### src/rtl/deserializador_patron_pkg.sv
// deserializador_patron_pkg: FSM encoding and word-width limits shared by the serial link blocks
package deserializador_patron_pkg;
  typedef enum logic {VACIO = 1'b0, PENDIENTE = 1'b1} estado_t;
  localparam int ANCHO_MIN = 2;
  localparam int ANCHO_MAX = 32;
  function automatic bit ancho_legal(int ancho);
    return ancho >= ANCHO_MIN && ancho <= ANCHO_MAX;
  endfunction
endpackage

### src/rtl/deserializador_patron_if.sv
// deserializador_patron_if: serial input side plus valid/ready word output of the deserializer
interface deserializador_patron_if #(parameter int ANCHO = 2);
  logic EntradaSerie;
  logic EntradaValida;
  logic Limpiar;
  logic [ANCHO-1:0] Salida;
  logic SalidaValida;
  logic SalidaLista;
  logic Coincide;
  logic Desborde;
  modport master (
    output EntradaSerie, EntradaValida, Limpiar, SalidaLista,
    input Salida, SalidaValida, Coincide, Desborde
  );
  modport slave (
    input EntradaSerie, EntradaValida, Limpiar, SalidaLista,
    output Salida, SalidaValida, Coincide, Desborde
  );
endinterface

### src/rtl/deserializador_patron_registro_desplazamiento.sv
// registro_desplazamiento: shift register with enable and sync clear; siguiente is the value it would take
module registro_desplazamiento #(
  parameter int ANCHO = 2,
  parameter bit MSB_PRIMERO = 1'b1
) (
  input logic clk,
  input logic rst_n,
  input logic en,
  input logic limpiar,
  input logic dato,
  output logic [ANCHO-1:0] siguiente
);
  logic [ANCHO-1:0] q;
  always_comb siguiente = MSB_PRIMERO ? {q[ANCHO-2:0], dato} : {dato, q[ANCHO-1:1]};
  always_ff @(posedge clk or negedge rst_n)
    if (!rst_n) q <= '0;
    else if (limpiar) q <= '0;
    else if (en) q <= siguiente;
endmodule

### src/rtl/deserializador_patron.sv
// deserializador_patron: collects ANCHO serial bits into a word, flags pattern match and overrun
module deserializador_patron
  import deserializador_patron_pkg::*;
#(
  parameter int ANCHO = 2,
  parameter logic [ANCHO-1:0] PATRON = ANCHO'(2'b11),
  parameter bit MSB_PRIMERO = 1'b1
) (
  input logic Reloj,
  input logic Reiniciar_n,
  deserializador_patron_if.slave bus
);
  localparam int CW = $clog2(ANCHO);
  estado_t estado, estado_sig;
  logic [CW-1:0] cuenta;
  logic [ANCHO-1:0] palabra;
  logic acepta, completa, consumo, cargar, descartar, vaciar;
  always_comb begin
    acepta = bus.EntradaValida && !bus.Limpiar;
    completa = acepta && cuenta == CW'(ANCHO - 1);
    consumo = estado == PENDIENTE && bus.SalidaLista;
  end
  registro_desplazamiento #(.ANCHO(ANCHO), .MSB_PRIMERO(MSB_PRIMERO)) u_registro (
    .clk(Reloj),
    .rst_n(Reiniciar_n),
    .en(acepta),
    .limpiar(bus.Limpiar),
    .dato(bus.EntradaSerie),
    .siguiente(palabra)
  );
  always_ff @(posedge Reloj or negedge Reiniciar_n)
    if (!Reiniciar_n) cuenta <= '0;
    else if (bus.Limpiar) cuenta <= '0;
    else if (acepta) cuenta <= completa ? '0 : cuenta + CW'(1);
  always_ff @(posedge Reloj or negedge Reiniciar_n)
    if (!Reiniciar_n) estado <= VACIO;
    else estado <= estado_sig;
  always_comb
    estado_sig = estado == VACIO ? (completa ? PENDIENTE : VACIO)
                                 : (consumo && !completa ? VACIO : PENDIENTE);
  // a word completing while the consumer takes the previous one replaces it with no bubble
  always_comb begin
    cargar = completa && (estado == VACIO || bus.SalidaLista);
    descartar = completa && estado == PENDIENTE && !bus.SalidaLista;
    vaciar = consumo && !completa;
  end
  always_ff @(posedge Reloj or negedge Reiniciar_n)
    if (!Reiniciar_n) begin
      bus.Salida <= '0;
      bus.Coincide <= 1'b0;
      bus.Desborde <= 1'b0;
    end else begin
      if (cargar) begin
        bus.Salida <= palabra;
        bus.Coincide <= palabra == PATRON;
      end else if (vaciar) bus.Coincide <= 1'b0;
      bus.Desborde <= bus.Limpiar ? 1'b0 : bus.Desborde || descartar;
    end
  always_comb bus.SalidaValida = estado == PENDIENTE;
endmodule

### src/flat_wrapper.sv
// flat-port wrapper written by rule: the top's interface ports become plain ports
module deserializador_patron_flat import deserializador_patron_pkg::*;
#(
  parameter int ANCHO = 2,
  parameter logic [ANCHO-1:0] PATRON = ANCHO'(2'b11),
  parameter bit MSB_PRIMERO = 1'b1
)
  (Reloj, Reiniciar_n, bus_EntradaSerie, bus_EntradaValida, bus_Limpiar, bus_SalidaLista, bus_Salida, bus_SalidaValida, bus_Coincide, bus_Desborde);
  deserializador_patron_if #(.ANCHO(ANCHO)) bus_i ();
  input logic Reloj;
  input logic Reiniciar_n;
  input wire logic [$bits(bus_i.EntradaSerie)-1:0] bus_EntradaSerie;
  input wire logic [$bits(bus_i.EntradaValida)-1:0] bus_EntradaValida;
  input wire logic [$bits(bus_i.Limpiar)-1:0] bus_Limpiar;
  input wire logic [$bits(bus_i.SalidaLista)-1:0] bus_SalidaLista;
  output wire logic [$bits(bus_i.Salida)-1:0] bus_Salida;
  output wire logic [$bits(bus_i.SalidaValida)-1:0] bus_SalidaValida;
  output wire logic [$bits(bus_i.Coincide)-1:0] bus_Coincide;
  output wire logic [$bits(bus_i.Desborde)-1:0] bus_Desborde;
  assign bus_i.EntradaSerie = bus_EntradaSerie;
  assign bus_i.EntradaValida = bus_EntradaValida;
  assign bus_i.Limpiar = bus_Limpiar;
  assign bus_i.SalidaLista = bus_SalidaLista;
  assign bus_Salida = bus_i.Salida;
  assign bus_SalidaValida = bus_i.SalidaValida;
  assign bus_Coincide = bus_i.Coincide;
  assign bus_Desborde = bus_i.Desborde;
  deserializador_patron #(.ANCHO(ANCHO), .PATRON(PATRON), .MSB_PRIMERO(MSB_PRIMERO)) u_core (.Reloj(Reloj), .Reiniciar_n(Reiniciar_n), .bus(bus_i));
endmodule
### config.mk
export PLATFORM = sky130hd
export DESIGN_NAME = deserializador_patron_flat
export DESIGN_NICKNAME = d
export VERILOG_FILES = /design/src/rtl/deserializador_patron_pkg.sv /design/src/rtl/deserializador_patron_if.sv /design/src/rtl/deserializador_patron_registro_desplazamiento.sv /design/src/rtl/deserializador_patron.sv /design/src/flat_wrapper.sv
export SDC_FILE = /design/constraint.sdc
export NUM_CORES = 1
export LEC_CHECK = 0
export ABC_AREA = 1
export CORE_AREA = 2 2 39 41
export DETAILED_ROUTE_END_ITERATION = 7
export DIE_AREA = 0 0 41 43
export GPL_TIMING_DRIVEN = 0
export MAX_ROUTING_LAYER = met4
export PLACE_DENSITY_LB_ADDON = 0.2
export SETUP_SLACK_MARGIN = 0.2
export SLEW_MARGIN = 20
export SYNTH_ARGS = -nofsm -noshare
export SYNTH_HDL_FRONTEND = slang
export SYNTH_HIERARCHICAL = 1
export SYNTH_SLANG_ARGS = --single-unit
### constraint.sdc
create_clock -name Reloj -period 0.8 [get_ports Reloj]
set_input_delay 0.16 -clock Reloj [delete_from_list [all_inputs] [get_ports Reloj]]
set_output_delay 0.16 -clock Reloj [all_outputs]
set_load 0.05 [all_outputs]
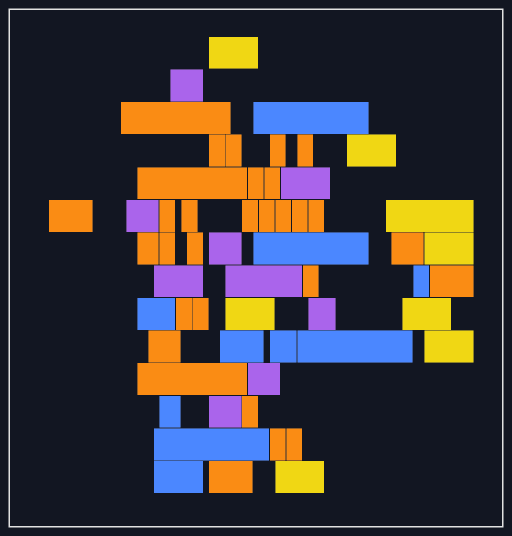
**Above:** run 1 (cells by drive strength).
Scale: 12 px per um.
legend:
  _6 and larger:
    color: yellow
    cells: 8
    share: 14%
  _2 cells:
    color: blue
    cells: 10
    share: 18%
  _3 and _4 cells:
    color: purple
    cells: 9
    share: 16%
  _0 and _1 cells:
    color: orange
    cells: 30
    share: 53%

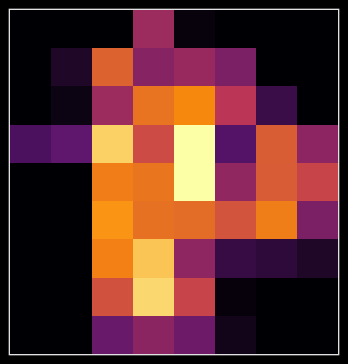
**Above:** run 1 (cell density map).
Scale: 8 px per um. 8 x 9 tiles, from black (low) to pale yellow (high), 0 to 100% covered.
fullest tile: 100%
tiles over 75% full: 8.3%
emptiest ninth of the die: bottom right
nearly empty tiles: 36%
mean over tiles: 30%

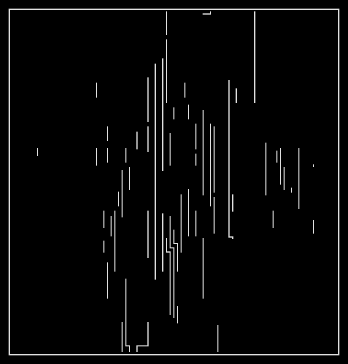
**Above:** run 1 (met2 routing).
Scale: 8 px per um.
share of all routed wire: 48%
main direction: vertical
nets with wire on the layer: 51

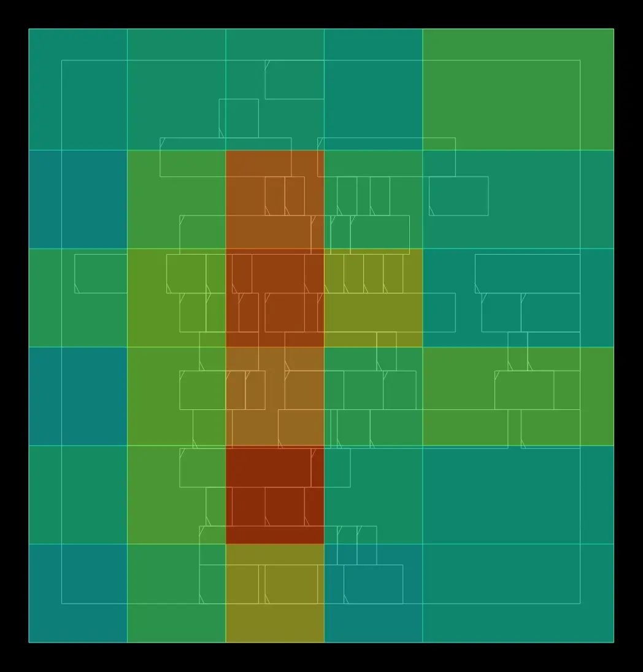
**Above:** run 1 (routing congestion).
post-route core utilization: 40.2%
total global-route track usage: 9.76%
global-route layer with the greatest usage: met2

==> reports/results.txt, run 1 <==
Relative area of clock buffers and inverters in the final design: 4.72%
Pin count of the biggest net entering global routing: 8
Core area: 1380 um2
Area of all placed cells without fillers: 557 um2
Fillcell total: 134
Via count of the first global-routing pass: 270
Average instance area after synthesis: 7.95 um2
Residual DRC count: 0
Post-synth EDFFs: 0
Count of synthesis-stage warnings from yosys: 6
Pre-CTS setup slack: -0.512 ns
Number of synthesized register bits: 7
Count of multi-input combinational gates: 26
Clock Pin Slew Worst Setup and Hold Paths: 0.06 ns
Inverter count of the layout excluding clock inverters: 6
Number of buffers inserted by post-CTS setup repair: 3
Post-synth top cells: sky130_fd_sc_hd__nand2_1, sky130_fd_sc_hd__dfrtp_1, sky130_fd_sc_hd__inv_1
Max FFs per register: 2
Basic Gates by Area: 29.1%
Cell family contributing the most delay on the critical path: flip-flops
Layout Skew: 0.00223 ns
Cell Rows: 14
Critical register-to-register path endpoint: u_core/bus.Desborde
Peak Freq: 1.03 GHz
Post-CTS Hold Fix Bufs: 0
Clk pwr: 331 uW
Later-pin clock latency in the skew report: 0.25 ns
Largest power group: registers
Lkg Pwr: 0.277 nW
Flop count: 7
Routed wire length per instance: 8.42 um
WP depth: 1
Run status: complete, but fails checks
Iter 0 DRT Violations: 3
TritonCTS Buffers: 3
Pwr per Cell Area: 1810 nW/um2
DP Cell Count: 66
Worst Setup Slack, final: -0.172 ns
Area share of fa/ha/maj cells after synthesis: 0%
Die height: 43 um
Main synth FF type: sky130_fd_sc_hd__dfrtp_1
Via density per instance: 3.95
Top non-seq family: simple AND/OR/NAND/NOR gates
Grt ovf: 0
Maximum fanout along the worst path: 2
Multi-input logic portion of the cell area: 29.7%
Count of different cell masters after synthesis: 10
Required time of the critical path: 0.64 ns
Worst Setup Path Type: reg2out
Flop share of the area: 32.4%
Yosys stat area: 318 um2
Non-clk buf share: 25.2%
Floorplan utilization: 23.0%
Sinks on the clock net: 7
Biggest register: u_core/bus.Salida
Sequential share of the synthesized area: 55.1%
Cts repair resizes: 49
Seq. cell area: 180 um2
Vias after detailed routing: 288
Shortest period the worst path allows: 0.972 ns
Final number of setup-violating endpoints: 10
Worst-case hold slack: 0.165 ns
Antenna violations before repair: 0
Register-to-register setup slack: -0.10 ns
Async set-reset flop share out of synthesis: 100%
Max-cap violation count: 0
CP max stage cell: sky130_fd_sc_hd__dfrtp_2
Buffers and inverters on the worst path: 1
HPWL after DPL: 438 um
Top-area cell share: 55.1%
First-pass DRT Iterations: 3
Violations in the final reports: setup timing
Cell Count, Final, Fillers Out: 73
CP Capture Point: bus_SalidaValida
Worst voltage drop across the vdd grid: 0.588 mV
Sort of element at the end of the critical path: primary output
First-pass GRT wire length: 1040 um
XOR/XNOR Area Share: 0%
R2R cell count: 5
Library cell with the highest instance count after synthesis: sky130_fd_sc_hd__nand2_1
CP startpoint kind: register
Fraction of layout cells with a size suffix above 1: 47.4%
==> run 1: layer usage <==
metal	wire length [um]	part of all wire, %	vias to the layer above	track usage [%]
met5	0	0	-	-
met4	14	2.3	0	12.0
met3	18	2.9	2	1.57
met2	297	48	6	12.8
met1	284	46	124	10.6
li1	-	-	156	-
==> run 1: cell usage in the layout (no fill, tap or decap), types with 2 or more instances in the layout <==
cell type                          n
sky130_fd_sc_hd__dfrtp_2           4
sky130_fd_sc_hd__nor2_1            3
sky130_fd_sc_hd__clkdlybuf4s50_1   3
sky130_fd_sc_hd__nor2_4            2
sky130_fd_sc_hd__nand2_1          13
sky130_fd_sc_hd__clkbuf_4          3
sky130_fd_sc_hd__dfrtp_1           3
sky130_fd_sc_hd__buf_4             2
sky130_fd_sc_hd__buf_6             7
sky130_fd_sc_hd__inv_1             4
==> run 1 -> run 2 <==
--- a/config.mk
+++ b/config.mk
@@ -16,5 +16,4 @@
 export SLEW_MARGIN = 20
 export SYNTH_ARGS = -nofsm -noshare
 export SYNTH_HDL_FRONTEND = slang
-export SYNTH_HIERARCHICAL = 1
 export SYNTH_SLANG_ARGS = --single-unit
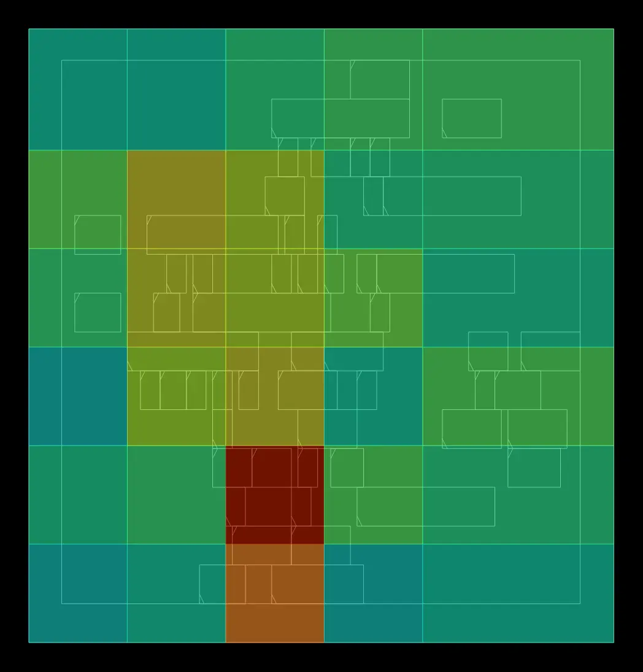
**Above:** run 2 (routing congestion).
post-route core utilization: 37.8%
total global-route track usage: 9.35%
met3 usage in global routing: 5.76%
met2 track utilization from global routing: 11.9%

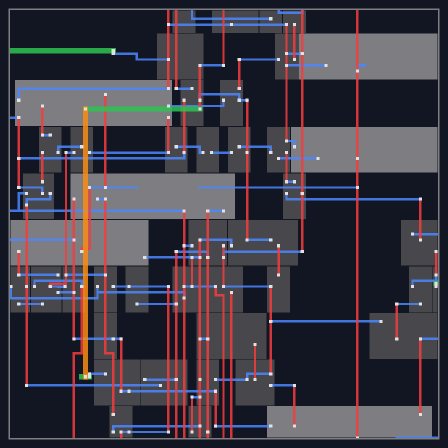
**Above:** run 2 (a small window of the routed layout).
Window x 8 to 33, y 9 to 34 um. Cells in gray, sequential cells in the stronger gray; small squares are vias.
legend:
  metal 1:
    color: blue
  metal 3:
    color: green
  metal 4:
    color: orange
  metal 2:
    color: red
cells with their middle in the window: 38
most frequent: nand2_1 (11), nor2_1 (4), dfrtp_2 (4)
sequential cells in the window: 6

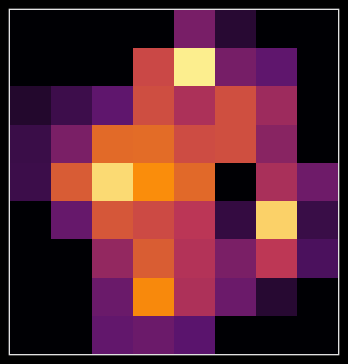
**Above:** run 2 (cell density map).
Scale: 8 px per um. 8 x 9 tiles, from black (low) to pale yellow (high), 0 to 100% covered.
fullest tile: 96%
emptiest ninth of the die: top left
mean over tiles: 28%
densest ninth of the die: middle

==> run 2 against run 1 <==
- the flow still finishes with violations (setup timing)
- sequential share of layout area up 2.3 points
- largest power group unchanged
- critical path depth unchanged
- critical path type unchanged
- cell count down 2.7%
- setup slack worse by 0.026 ns
- clock-buffer cell count unchanged
- synthesized area down 1.6%
- first-iteration DRC count up 33%
==> reports/results.txt, run 2 <==
Cell Rows: 14
Sort of element at the end of the critical path: primary output
Highest routed metal layer: met4
Buffers and inverters on the worst path: 1
Cell family contributing the most delay on the critical path: flip-flops
WP depth: 1
Residual DRC count: 0
Worst Setup Path Type: reg2out
Non-clk buf share: 27.3%
Clock Pin Slew Worst Setup and Hold Paths: 0.05 ns
Yosys stat area: 313 um2
Peak Freq: 1.00 GHz
Worst-case hold slack: 0.165 ns
Max FFs per register: 2
Grt ovf: 0
Final number of setup-violating endpoints: 10
Violations in the final reports: setup timing
Count of multi-input combinational gates: 26
Antenna violations before repair: 0
Count of different cell masters after synthesis: 13
Vias after detailed routing: 294
Pin count of the biggest net entering global routing: 8
Most numerous logic cell after layout: sky130_fd_sc_hd__nand2_1
Area of all placed cells without fillers: 523 um2
Lkg Pwr: 0.266 nW
Total length of routed met3 wires: 47 um
Later-pin clock latency in the skew report: 0.25 ns
Via density per instance: 4.14
Main synth FF type: sky130_fd_sc_hd__dfrtp_1
Flop count: 7
R2R cell count: 4
Critical register-to-register path endpoint: u_core.bus.Salida[0]
Layout Skew: 0.00165 ns
Sinks on the clock net: 7
Average instance area after synthesis: 8.45 um2
Commonest cells after routing, fill and taps aside: sky130_fd_sc_hd__nand2_1, sky130_fd_sc_hd__buf_6, sky130_fd_sc_hd__dfrtp_2
Flop share of the area: 34.7%
Number of synthesized register bits: 7
Post-synth EDFFs: 0
Async set-reset flop share out of synthesis: 100%
Sequential share of the synthesized area: 56.0%
Die height: 43 um
Worst voltage drop across the vdd grid: 0.673 mV
Clk pwr: 328 uW
First-pass DRT Iterations: 2
Run status: complete, but fails checks
Floorplan utilization: 22.6%
Met2 wirelength from detailed routing: 334 um
Largest power group: registers
Inverter count of the layout excluding clock inverters: 4
Required time of the critical path: 0.64 ns
Worst Setup Slack, final: -0.198 ns
Top-area cell share: 56.0%
Via count of the first global-routing pass: 263
Shortest period the worst path allows: 0.998 ns
==> run 2: netlist changes by cell type in the layout (fill, tap and decap cells not counted), sizes merged, moves of 2 or more <==
cell and change:
inv -3, dlygate4sd2 +4, clkdlybuf4s50 -2, nand2 +2
==> run 2: repair_timing <==
item,in CTS,in global routing
pin swaps,3,1
gates resized,43,2
setup endpoints to repair,12,12
buffers inserted,3,1
==> run 2: routing by layer <==
layer,GRT usage (%),up-vias
li1,-,149
met1,9.27,134
met2,11.9,9
met3,5.76,2
met4,8.67,0
met5,-,-
==> run 2: cell families after synthesis <==
family	count (synthesis)	synth area share [%]
DFF	7	56.0
buffers and inverters	4	4.80
AOI/OAI and AO/OA	2	4.00
and+or+nand+nor	24	35.2
==> run 2 -> run 3 <==
--- a/config.mk
+++ b/config.mk
@@ -12,6 +12,7 @@
 export GPL_TIMING_DRIVEN = 0
 export MAX_ROUTING_LAYER = met4
 export PLACE_DENSITY_LB_ADDON = 0.2
+export REMOVE_ABC_BUFFERS = 1
 export SETUP_SLACK_MARGIN = 0.2
 export SLEW_MARGIN = 20
 export SYNTH_ARGS = -nofsm -noshare
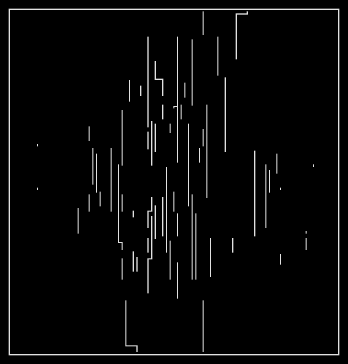
**Above:** run 3 (met2 routing).
Scale: 8 px per um.
vias after detailed routing: 284
met2 track utilization from global routing: 10.0%
final wirelength: 581 um

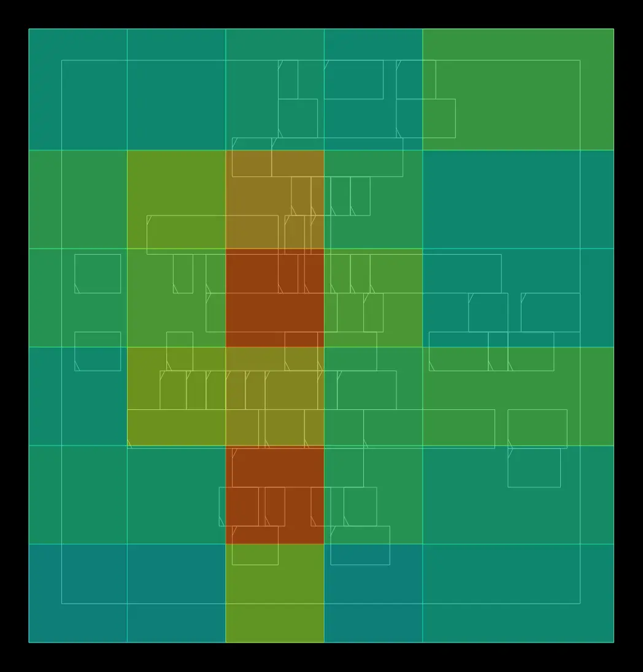
**Above:** run 3 (routing congestion).
total global-route track usage: 8.29%
routed wire length per instance: 8.30 um

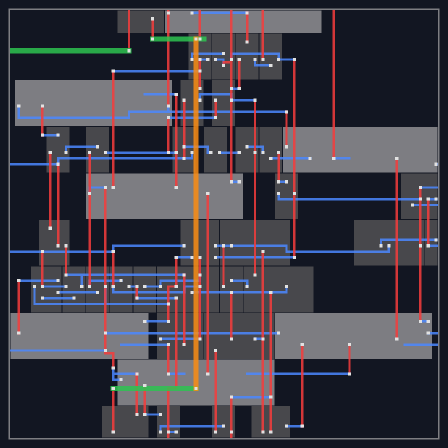
**Above:** run 3 (a small window of the routed layout).
Window x 8 to 33, y 9 to 34 um. Cells in gray, sequential cells in the stronger gray; small squares are vias.
legend:
  metal 4:
    color: orange
  metal 3:
    color: green
  metal 1:
    color: blue
  metal 2:
    color: red
most frequent: nand2_1 (14), dfrtp_1 (6)
cells with their middle in the window: 39
sequential cells in the window: 6

==> run 3 against run 2 <==
- the flow still finishes with violations (setup timing)
- routed wire length down 13%
- global-route usage down 1.1 points
- maximum frequency down 0.84%
- largest cell class unchanged
- critical path depth unchanged
- critical path type unchanged
- register-to-register slack about the same
- total power down 0.88%
- highest routed layer unchanged
- cell count down 1.4%
==> reports/results.txt, run 3 <==
Run status: complete, but fails checks
Violations in the final reports: setup timing
Layout Skew: 0.000216 ns
Max FFs per register: 2
Count of synthesis-stage warnings from yosys: 0
Most numerous logic cell after layout: sky130_fd_sc_hd__nand2_1
Later-pin clock latency in the skew report: 0.26 ns
Worst Setup Slack, final: -0.207 ns
Library cell with the highest instance count after synthesis: sky130_fd_sc_hd__nand2_1
Number of synthesized register bits: 7
Cts repair resizes: 42
WP depth: 1
MUX share of area: 0%
Commonest cells after routing, fill and taps aside: sky130_fd_sc_hd__nand2_1, sky130_fd_sc_hd__dfrtp_1, sky130_fd_sc_hd__buf_6
Top-area cell share: 56.0%
Count of different cell masters after synthesis: 13
Non-clk buf share: 25.4%
Clock Pin Slew Worst Setup and Hold Paths: 0.05 ns
Clk pwr: 334 uW
Area of all placed cells without fillers: 502 um2
R2R cell count: 4
Flop share of the area: 34.9%
Final number of setup-violating endpoints: 9
Cell family contributing the most delay on the critical path: flip-flops
Top non-seq family: simple AND/OR/NAND/NOR gates
CP Capture Point: bus_SalidaValida
Number of buffers inserted by post-CTS setup repair: 3
HPWL after DPL: 420 um
CP startpoint kind: register
Peak Freq: 0.993 GHz
Multi-input logic portion of the cell area: 27.4%
Buffers and inverters on the worst path: 1
Sort of element at the end of the critical path: primary output
Average instance area after synthesis: 8.45 um2
Critical register-to-register path endpoint: u_core.bus.Salida[0]
XOR/XNOR Area Share: 0%
Required time of the critical path: 0.64 ns
Via density per instance: 4.06
Flop count: 7
Post-synth EDFFs: 0
Main synth FF type: sky130_fd_sc_hd__dfrtp_1
## run 3: cell counts after synthesis
No cell type changed its count.
## run 3: metrics by stage
step / TNS [ns] / power (mW) / setup WS (ns) / cells
after detailed placement: -4.58 / 0.662 / -0.565 / 63
after floorplan: -1.27 / 0.558 / -0.303 / 37
final: -1.15 / 1.02 / -0.207 / 70
after global placement: -4.59 / 0.660 / -0.561 / 63
after global routing: -1.51 / 1.06 / -0.237 / 70
after CTS: -1.23 / 1.03 / -0.215 / 70
## run 3: layer usage
metal	part of all wire, %	up-vias	wire, um	global-route usage [%]
li1	-	147	-	-
met1	40	125	233	9.87
met2	48	10	279	10.0
met3	8.1	2	47	3.14
met4	3.4	0	20	8.00
met5	0	-	0	-
Power is estimated from default activity; no workload was simulated.
